--- config.mk ---
export PLATFORM = sky130hd
export DESIGN_NAME = ps2_host_tx_flat
export DESIGN_NICKNAME = d
export VERILOG_FILES = /design/src/rtl/ps2_pkg.sv /design/src/rtl/ps2_host_tx_if.sv /design/src/rtl/ps2_edge_sync.sv /design/src/rtl/ps2_host_tx.sv /design/src/flat_wrapper.sv
export SDC_FILE = /design/constraint.sdc
export NUM_CORES = 1
export LEC_CHECK = 0
export ABC_AREA = 1
export CORE_AREA = 3 3 85 87
export DETAILED_ROUTE_END_ITERATION = 10
export DIE_AREA = 0 0 88 90
export PLACE_DENSITY = 0.67
export SYNTH_ARGS = -nofsm -noshare
export SYNTH_HDL_FRONTEND = slang
export SYNTH_HIERARCHICAL = 1
export SYNTH_SLANG_ARGS = --single-unit
--- constraint.sdc ---
create_clock -name CLOCK_50 -period 2.09 [get_ports CLOCK_50]
set_input_delay 0.418 -clock CLOCK_50 [delete_from_list [all_inputs] [get_ports CLOCK_50]]
set_output_delay 0.418 -clock CLOCK_50 [all_outputs]
set_load 0.02 [all_outputs]
--- src/rtl/ps2_pkg.sv ---
// rtl/ps2_pkg.sv - shared PS/2 definitions: transmitter states, command bytes, frame builder
package ps2_pkg;

    typedef enum logic [2:0] {
        IDLE,
        INHIBIT,
        START,
        TX,
        WAIT_ACK,
        WAIT_IDLE,
        ERR
    } ps2_tx_state_t;

    localparam logic [7:0] PS2_CMD_RESET    = 8'hFF;
    localparam logic [7:0] PS2_CMD_SET_LEDS = 8'hED;
    localparam logic [7:0] PS2_CMD_ENABLE   = 8'hF4;
    localparam logic [7:0] PS2_ACK          = 8'hFA;

    // Bits after the start bit, LSB first: data, odd parity, stop
    function automatic logic [9:0] ps2_tx_frame(input logic [7:0] data);
        return {1'b1, ~^data, data};
    endfunction

endpackage

--- src/rtl/ps2_host_tx_if.sv ---
// rtl/ps2_host_tx_if.sv - command request/status bundle between a PS/2 host controller and the transmitter
interface ps2_host_tx_if;

    logic       send_cmd;
    logic [7:0] the_command;
    logic       busy;
    logic       command_was_sent;
    logic       error_communication_timed_out;

    modport master (
        output send_cmd,
        output the_command,
        input  busy,
        input  command_was_sent,
        input  error_communication_timed_out
    );

    modport slave (
        input  send_cmd,
        input  the_command,
        output busy,
        output command_was_sent,
        output error_communication_timed_out
    );

endinterface

--- src/rtl/ps2_edge_sync.sv ---
// rtl/ps2_edge_sync.sv - two-flop synchronizer for a raw PS/2 pin with a falling-edge pulse
module ps2_edge_sync (
    input  logic clk,
    input  logic reset,
    input  logic pin,
    output logic level,
    output logic fall
);

    logic meta_q;
    logic sync_q;
    logic prev_q;

    // Reset to the idle-high line level so leaving reset never looks like an edge
    always_ff @(posedge clk) begin
        if (reset) begin
            meta_q <= 1'b1;
            sync_q <= 1'b1;
            prev_q <= 1'b1;
        end else begin
            meta_q <= pin;
            sync_q <= meta_q;
            prev_q <= sync_q;
        end
    end

    assign level = sync_q;
    assign fall  = prev_q & ~sync_q;

endmodule

--- src/rtl/ps2_host_tx.sv ---
// rtl/ps2_host_tx.sv - PS/2 host-to-device command transmitter; PS2_TX_RETRY_EN adds automatic retries
module ps2_host_tx
    import ps2_pkg::*;
#(
    parameter int INHIBIT_CYCLES = 6000,
    parameter int TIMEOUT_CYCLES = 750000
`ifdef PS2_TX_RETRY_EN
    ,
    parameter int RETRY_MAX = 1
`endif
) (
    input  logic          CLOCK_50,
    input  logic          reset,
    ps2_host_tx_if.slave  cmd,
    input  logic          ps2_clk_in,
    input  logic          ps2_dat_in,
    output logic          ps2_clk_oe,
    output logic          ps2_dat_oe
);

    localparam int IW = (INHIBIT_CYCLES > 1) ? $clog2(INHIBIT_CYCLES) : 1;
    localparam int WW = (TIMEOUT_CYCLES > 1) ? $clog2(TIMEOUT_CYCLES) : 1;
    localparam logic [IW-1:0] INH_LAST = IW'(INHIBIT_CYCLES - 1);
    localparam logic [WW-1:0] WD_LAST  = WW'(TIMEOUT_CYCLES - 1);

    ps2_tx_state_t state_q;
    ps2_tx_state_t state_d;

    logic          clk_level;
    logic          clk_fall;
    logic          dat_level;
    logic          dat_fall_unused;

    logic [7:0]    cmd_q;
    logic [9:0]    shift_q;
    logic [3:0]    bit_cnt;
    logic          dat_drv;
    logic [IW-1:0] inh_cnt;
    logic [WW-1:0] wdog;
    logic          wd_active;
    logic          wd_expire;
    logic          retry_ok;

    ps2_edge_sync u_clk_sync (
        .clk   (CLOCK_50),
        .reset (reset),
        .pin   (ps2_clk_in),
        .level (clk_level),
        .fall  (clk_fall)
    );

    ps2_edge_sync u_dat_sync (
        .clk   (CLOCK_50),
        .reset (reset),
        .pin   (ps2_dat_in),
        .level (dat_level),
        .fall  (dat_fall_unused)
    );

    assign wd_active = (state_q == TX) || (state_q == WAIT_ACK) || (state_q == WAIT_IDLE);
    assign wd_expire = wd_active && (wdog == WD_LAST);

`ifdef PS2_TX_RETRY_EN
    localparam int RW = (RETRY_MAX > 1) ? $clog2(RETRY_MAX + 1) : 1;

    logic [RW-1:0] retries_done;

    assign retry_ok = (int'(retries_done) < RETRY_MAX);

    always_ff @(posedge CLOCK_50) begin
        if (reset) begin
            retries_done <= '0;
        end else if (state_q == IDLE && cmd.send_cmd) begin
            retries_done <= '0;
        end else if (state_q == ERR && retry_ok) begin
            retries_done <= retries_done + 1'b1;
        end
    end
`else
    assign retry_ok = 1'b0;
`endif

    always_ff @(posedge CLOCK_50) begin
        if (reset) begin
            state_q <= IDLE;
        end else begin
            state_q <= state_d;
        end
    end

    // The watchdog is checked before any edge so a late edge cannot rescue an expired frame
    always_comb begin
        state_d = state_q;
        case (state_q)
            IDLE:      if (cmd.send_cmd) state_d = INHIBIT;
            INHIBIT:   if (inh_cnt == INH_LAST) state_d = START;
            START:     state_d = TX;
            TX: begin
                if (wd_expire)                          state_d = ERR;
                else if (clk_fall && bit_cnt == 4'd9)   state_d = WAIT_ACK;
            end
            WAIT_ACK: begin
                if (wd_expire)     state_d = ERR;
                else if (clk_fall) state_d = dat_level ? ERR : WAIT_IDLE;
            end
            WAIT_IDLE: begin
                if (wd_expire)                   state_d = ERR;
                else if (clk_level && dat_level) state_d = IDLE;
            end
            ERR:       state_d = retry_ok ? INHIBIT : IDLE;
            default:   state_d = IDLE;
        endcase
    end

    // The frame is rebuilt from the latched byte in START so a retry resends it unchanged
    always_ff @(posedge CLOCK_50) begin
        if (reset) begin
            cmd_q   <= '0;
            shift_q <= '0;
            bit_cnt <= '0;
            dat_drv <= 1'b0;
            inh_cnt <= '0;
            wdog    <= '0;
        end else begin
            inh_cnt <= (state_q == INHIBIT && inh_cnt != INH_LAST) ? inh_cnt + 1'b1 : '0;
            wdog    <= (wd_active && !clk_fall && !wd_expire) ? wdog + 1'b1 : '0;
            case (state_q)
                IDLE: begin
                    if (cmd.send_cmd) begin
                        cmd_q   <= cmd.the_command;
                        bit_cnt <= '0;
                    end
                end
                START: begin
                    shift_q <= ps2_tx_frame(cmd_q);
                    dat_drv <= 1'b1;
                    bit_cnt <= '0;
                end
                TX: begin
                    if (clk_fall && !wd_expire) begin
                        dat_drv <= ~shift_q[0];
                        shift_q <= {1'b0, shift_q[9:1]};
                        bit_cnt <= bit_cnt + 1'b1;
                    end
                end
                default: ;
            endcase
        end
    end

    always_comb begin
        ps2_clk_oe                        = (state_q == INHIBIT) || (state_q == START);
        ps2_dat_oe                        = (state_q == START) || (state_q == TX && dat_drv);
        cmd.busy                          = (state_q != IDLE);
        cmd.command_was_sent              = (state_q == WAIT_IDLE) && !wd_expire && clk_level && dat_level;
        cmd.error_communication_timed_out = (state_q == ERR) && !retry_ok;
    end

endmodule

--- src/flat_wrapper.sv ---
// flat-port wrapper written by rule: the top's interface ports become plain ports
module ps2_host_tx_flat import ps2_pkg::*;
#(
    parameter int INHIBIT_CYCLES = 6000,
    parameter int TIMEOUT_CYCLES = 750000

)
  (CLOCK_50, reset, ps2_clk_in, ps2_dat_in, ps2_clk_oe, ps2_dat_oe, cmd_send_cmd, cmd_the_command, cmd_busy, cmd_command_was_sent, cmd_error_communication_timed_out);
  ps2_host_tx_if cmd_i ();
  input  logic CLOCK_50;
  input  logic reset;
  input  logic ps2_clk_in;
  input  logic ps2_dat_in;
  output logic ps2_clk_oe;
  output logic ps2_dat_oe;
  input wire logic [$bits(cmd_i.send_cmd)-1:0] cmd_send_cmd;
  input wire logic [$bits(cmd_i.the_command)-1:0] cmd_the_command;
  output wire logic [$bits(cmd_i.busy)-1:0] cmd_busy;
  output wire logic [$bits(cmd_i.command_was_sent)-1:0] cmd_command_was_sent;
  output wire logic [$bits(cmd_i.error_communication_timed_out)-1:0] cmd_error_communication_timed_out;
  assign cmd_i.send_cmd = cmd_send_cmd;
  assign cmd_i.the_command = cmd_the_command;
  assign cmd_busy = cmd_i.busy;
  assign cmd_command_was_sent = cmd_i.command_was_sent;
  assign cmd_error_communication_timed_out = cmd_i.error_communication_timed_out;
  ps2_host_tx #(.INHIBIT_CYCLES(INHIBIT_CYCLES), .TIMEOUT_CYCLES(TIMEOUT_CYCLES)) u_core (.CLOCK_50(CLOCK_50), .reset(reset), .cmd(cmd_i), .ps2_clk_in(ps2_clk_in), .ps2_dat_in(ps2_dat_in), .ps2_clk_oe(ps2_clk_oe), .ps2_dat_oe(ps2_dat_oe));
endmodule
Figure 1. Signal wires on met1 (run 1).
The bar under the picture is 20 um long. Supply wires on this layer in gray.
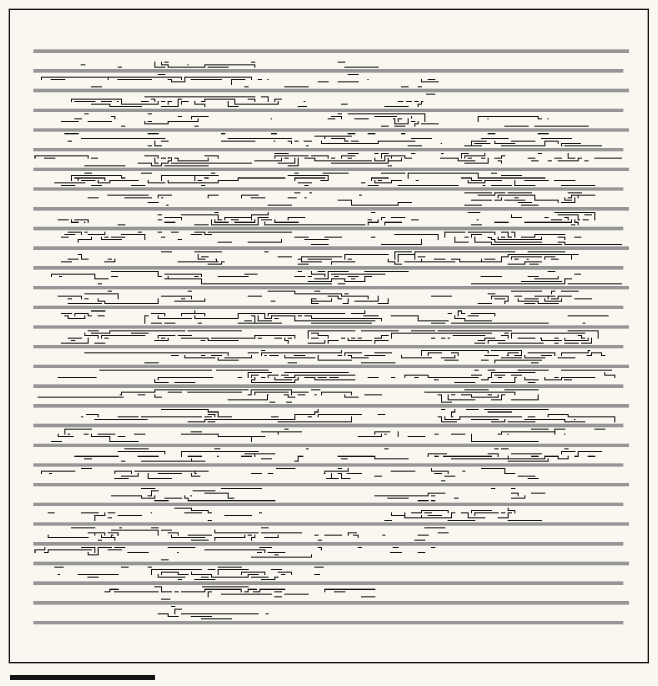
wire length on this layer	2830 um
share of all routed wire	44%
main direction	horizontal
longest straight run	19.8 um
nets with wire on the layer	476
number of vias after detailed routing: 2830
GR Util met1: 19.5%
final wirelength: 6350 um

Figure 2. Signal wires on met2 (run 1).
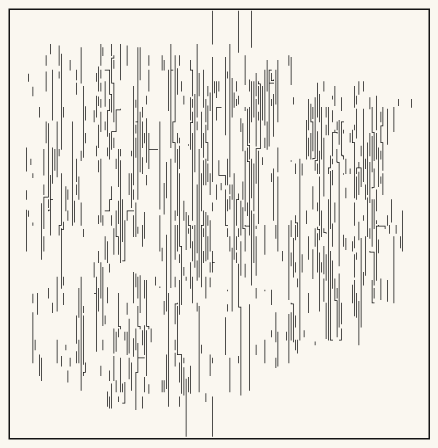
share of all routed wire	51%
wire length on this layer	3220 um
global-route track usage on met2: 31.2%

==> qor.rpt, run 1 <==
==============================================================================
Number of logic stages on the critical path including buffering              7
Clock group share of total power                                         31.9%
Antenna violations before repair                                             0
CP max stage cell                                                 sky130_fd_sc_hd__dfxtp_1
GRT Residual Overflow                                                        0
Mean Syn Cell Area                                                   6.94 um^2
Transition at the pin with the smallest max-transition slack          0.345 ns
Kind of capture point of the worst setup path                       output pin
WL met3                                                                 226 um
Worst clock skew                                                     0.0111 ns
Area of the multi-input gates                                        1600 um^2
Post-Place Cells                                                           563
Worst r2r path cells                                                        13
Internal power component                                               2220 uW
Vertical die size                                                        90 um
Global-route wire length before repair                                11300 um
Vias per inst                                                             4.89
Delay of the slowest cell on the worst path                            0.32 ns
Comb_multi_in                                                              320
Top cell category                                                 multi-input combinational cells
Clock-pin slew on the worst setup and hold paths                       0.07 ns
Maximum Capacitance Violations                                               0
Share of post-route cells with drive strength above 1                    13.3%
Sequential logic power                                                 1380 uW
End of the critical path                                          cmd_command_was_sent
Status                                                            complete, no violations
Total of fill cells in the finished design                                 632
Worst setup path class                                              reg -> out
Post-synthesis instance area                                         3180 um^2
Clock network area share                                                 5.24%
Worst voltage drop across the vdd grid                              0.000558 V
Sequential cell area                                                 1280 um^2
Logic power comb                                                        849 uW
Crit Reg-Reg Startpoint                                           u_core/wdog[0]$_SDFF_PP0_
Clock buf count                                                             10
Syn. warnings                                                                6
Number of global-route vias before repair                                 2724
Initial detailed-routing violation count                                    71
Time the worst path needs with I/O delays and setup                    1.95 ns
Buffers from clock root to sink, at most                                     2
==============================================================================
Figure 3. Metal 3 (run 1).
The bar under the picture is 20 um long. Cells faint in the background.
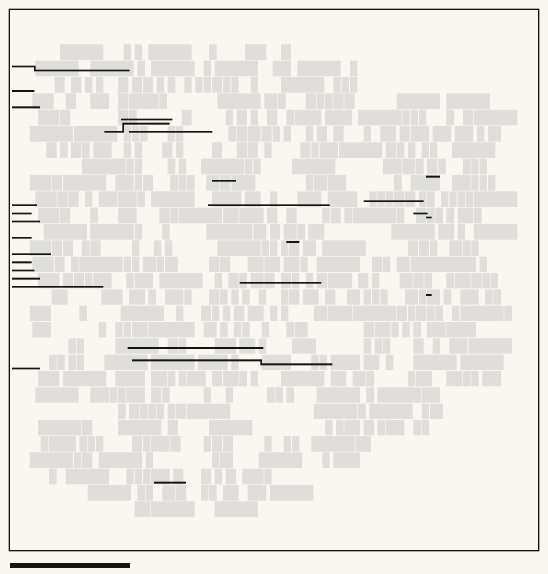
share of all routed wire	3.6%
nets with wire on the layer	22
longest straight run	22.3 um
met3 track utilization from global routing: 5.94%

Figure 4. Logic cells by family (run 1).
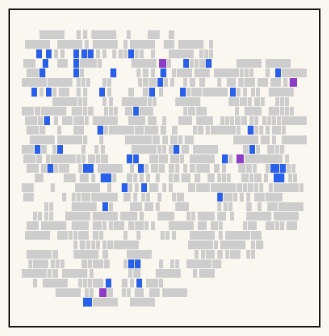
color	family	cells
blue	aoi and oai cells	49
purple	and/or cells	4
non-filler cells in the finished layout: 579
commonest non-fill, non-tap cell in the layout: sky130_fd_sc_hd__nand2_1
proportion of cell area occupied by multi-input gates: 42.7%

## run 1: registers in the layout, indices dropped and copies added (netlist names)
signal / flops
u_core/u_dat_sync/meta_q: 1
u_core/u_clk_sync/prev_q: 1
u_core/u_dat_sync/level: 1
u_core/cmd_q: 8
u_core/u_clk_sync/meta_q: 1
u_core/bit_cnt: 4
u_core/inh_cnt: 13
u_core/wdog: 20
u_core/dat_drv: 1
u_core/state_q: 3
u_core/u_clk_sync/level: 1
u_core/shift_q: 10
## run 1: stage by stage
step / hold WS (ns) / total power, uW / worst slack, ns
6_report: 0.410 / 3270 / 0.143
5_1_grt: 0.443 / 3500 / 0.00479
4_1_cts: 0.417 / 3300 / 0.0116
3_5_place_dp: 0.398 / 2270 / 0.00959
3_3_place_gp: 0.389 / 2260 / 0.0446
2_1_floorplan: 0.380 / 1980 / 0.392
==> run 1 -> run 2 <==
--- a/config.mk
+++ b/config.mk
@@ -6,10 +6,10 @@
 export NUM_CORES = 1
 export LEC_CHECK = 0
 export ABC_AREA = 1
-export CORE_AREA = 3 3 85 87
+export CORE_AREA = 3 3 108 110
 export DETAILED_ROUTE_END_ITERATION = 10
-export DIE_AREA = 0 0 88 90
-export PLACE_DENSITY = 0.67
+export DIE_AREA = 0 0 111 113
+export DONT_BUFFER_PORTS = 1
 export SYNTH_ARGS = -nofsm -noshare
 export SYNTH_HDL_FRONTEND = slang
 export SYNTH_HIERARCHICAL = 1
Figure 5. Signal wires on met1 (run 2).
The bar under the picture is 20 um long. Supply wires on this layer in gray.
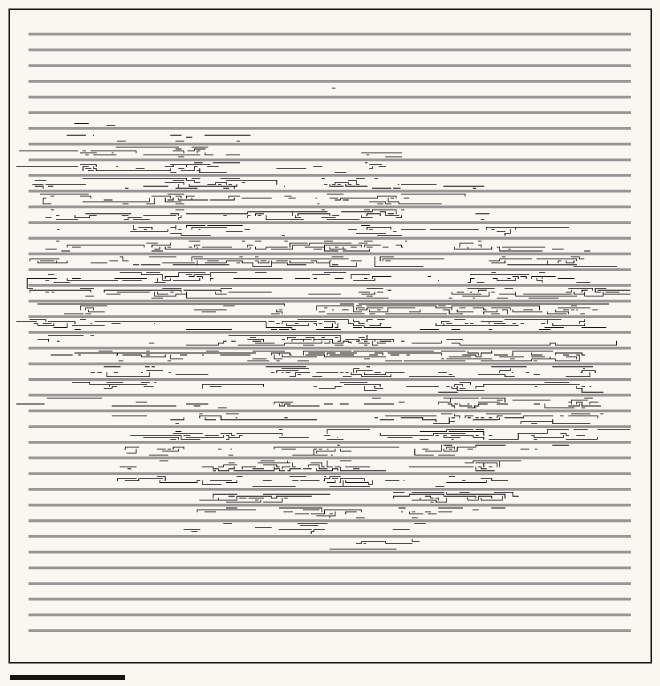
share of all routed wire	50%
longest straight run	43.2 um
wire length on this layer	3190 um
GR Util met1: 14.2%
final wirelength: 6350 um
number of vias after detailed routing: 2720

==> qor.rpt, run 2 <==
==================================================================================
Worst voltage drop across the vdd grid                                  0.000429 V
Internal power component                                                   2170 uW
Status                                                                complete, no violations
Mean Syn Cell Area                                                       6.94 um^2
Setup ws final                                                            0.115 ns
Post-Place Cells                                                               598
Setup slack after placement                                               0.178 ns
End of the critical path                                              cmd_command_was_sent
Worst clock skew                                                        0.00506 ns
Global-route wire length before repair                                    11400 um
Share of post-route cells with drive strength above 1                        12.4%
Comb_multi_in                                                                  320
Sequential cell area                                                     1290 um^2
Proportion of cell area occupied by multi-input gates                        44.8%
Flip-flop count of the largest register, all copies and words added             20
Met3 track utilization from global routing                                   4.39%
Initial detailed-routing violation count                                       132
Clock network area share                                                     5.72%
CP max stage cell                                                     sky130_fd_sc_hd__dfxtp_2
Crit Reg-Reg Startpoint                                               u_core/wdog[0]$_SDFF_PP0_
Post-synthesis instance area                                             3180 um^2
Clock-pin slew on the worst setup and hold paths                           0.07 ns
Kind of capture point of the worst setup path                           output pin
Non-filler cells in the finished layout                                        615
==================================================================================
## run 2: cell types whose count changed in the layout (fill, tap and decap cells not counted), moves of 2 or more
cell / previous run / this run
sky130_fd_sc_hd__clkinv_4: 2 / 0
sky130_fd_sc_hd__clkdlybuf4s50_1: 12 / 0
sky130_fd_sc_hd__nor2_4: 3 / 5
sky130_fd_sc_hd__buf_4: 20 / 11
sky130_fd_sc_hd__clkbuf_8: 9 / 11
sky130_fd_sc_hd__dlygate4sd2_1: 3 / 0
## run 2: power groups by stage
stage / combinational [uW] / sequential (uW) / clock [uW]
final: 710 / 1410 / 1090
after floorplan: 597 / 1390 / 0
after CTS: 703 / 1400 / 1130
after global routing: 830 / 1420 / 1180
after global placement: 689 / 1420 / 0
after detailed placement: 700 / 1430 / 0
==> run 2 -> run 3 <==
--- a/config.mk
+++ b/config.mk
@@ -10,7 +10,8 @@
 export DETAILED_ROUTE_END_ITERATION = 10
 export DIE_AREA = 0 0 111 113
 export DONT_BUFFER_PORTS = 1
+export GPL_ROUTABILITY_DRIVEN = 0
+export RECOVER_POWER = 100
 export SYNTH_ARGS = -nofsm -noshare
 export SYNTH_HDL_FRONTEND = slang
-export SYNTH_HIERARCHICAL = 1
 export SYNTH_SLANG_ARGS = --single-unit
Figure 6. Clock wiring as the flow saved it (run 3).
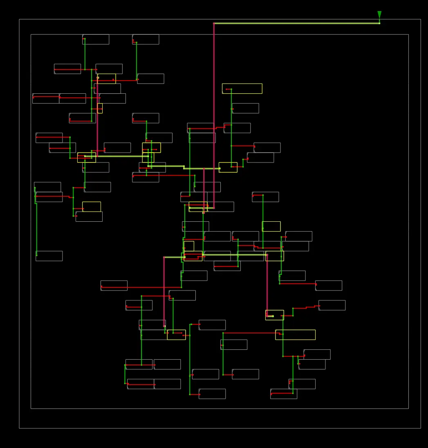
Clk. pwr: 1220 uW
clock buf count: 12

==> qor.rpt, run 3 <==
==============================================================================
Comb_multi_in                                                              311
Logic power comb                                                        786 uW
Number of vias after detailed routing                                     2767
Power Total                                                            3440 uW
Antenna violations before repair                                             0
Worst clock skew                                                    0.00934 ns
Final Hold Slack                                                      0.145 ns
Transition at the pin with the smallest max-transition slack          0.537 ns
Sequential logic power                                                 1440 uW
Number of logic stages on the critical path including buffering              8
Total of fill cells in the finished design                                1151
Status                                                            complete, no violations
Vertical die size                                                       113 um
CP max stage cell                                                 sky130_fd_sc_hd__dfxtp_1
Top pwr grp                                                       sequential cells
Vias per inst                                                             4.65
Global-route wire length before repair                                11400 um
Delay of the slowest cell on the worst path                            0.36 ns
Top flop regs                                                     u_core.wdog (20), u_core.inh_cnt (13), u_core.shift_q (10)
Crit Reg-Reg Startpoint                                           u_core.wdog[0]$_SDFF_PP0_
End of the critical path                                          cmd_command_was_sent
Proportion of cell area occupied by multi-input gates                    45.2%
Buffers from clock root to sink, at most                                     2
==============================================================================
==> run 3: cell families (layout without fill, tap and decap cells) <==
kind of cell / after synthesis / in the layout
fa+ha+maj: 4 / 4
simple gates: 223 / 223
flops: 64 / 64
xor+xnor: 15 / 15
buf+inv: 70 / 80
compound gates: 69 / 69
==> run 3: per-layer routing <==
| metal | global-route usage, % | share of wire [%] | vias to the layer above |
|---|---|---|---|
| li1 | - | - | 1441 |
| met1 | 12.9 | 46 | 1278 |
| met2 | 18.4 | 48 | 36 |
| met3 | 3.58 | 3.6 | 12 |
| met4 | 5.34 | 2.3 | 0 |
| met5 | 0 | 0 | - |
==> run 3: what timing repair did <==
action,4_1_cts,5_1_grt
cloned,0,0
endpoints found under the setup margin,1,2
pin swaps,0,2
gates resized,4,1
buffers inserted,0,1
No activity file was given, so power comes from the tool's default toggle rates.
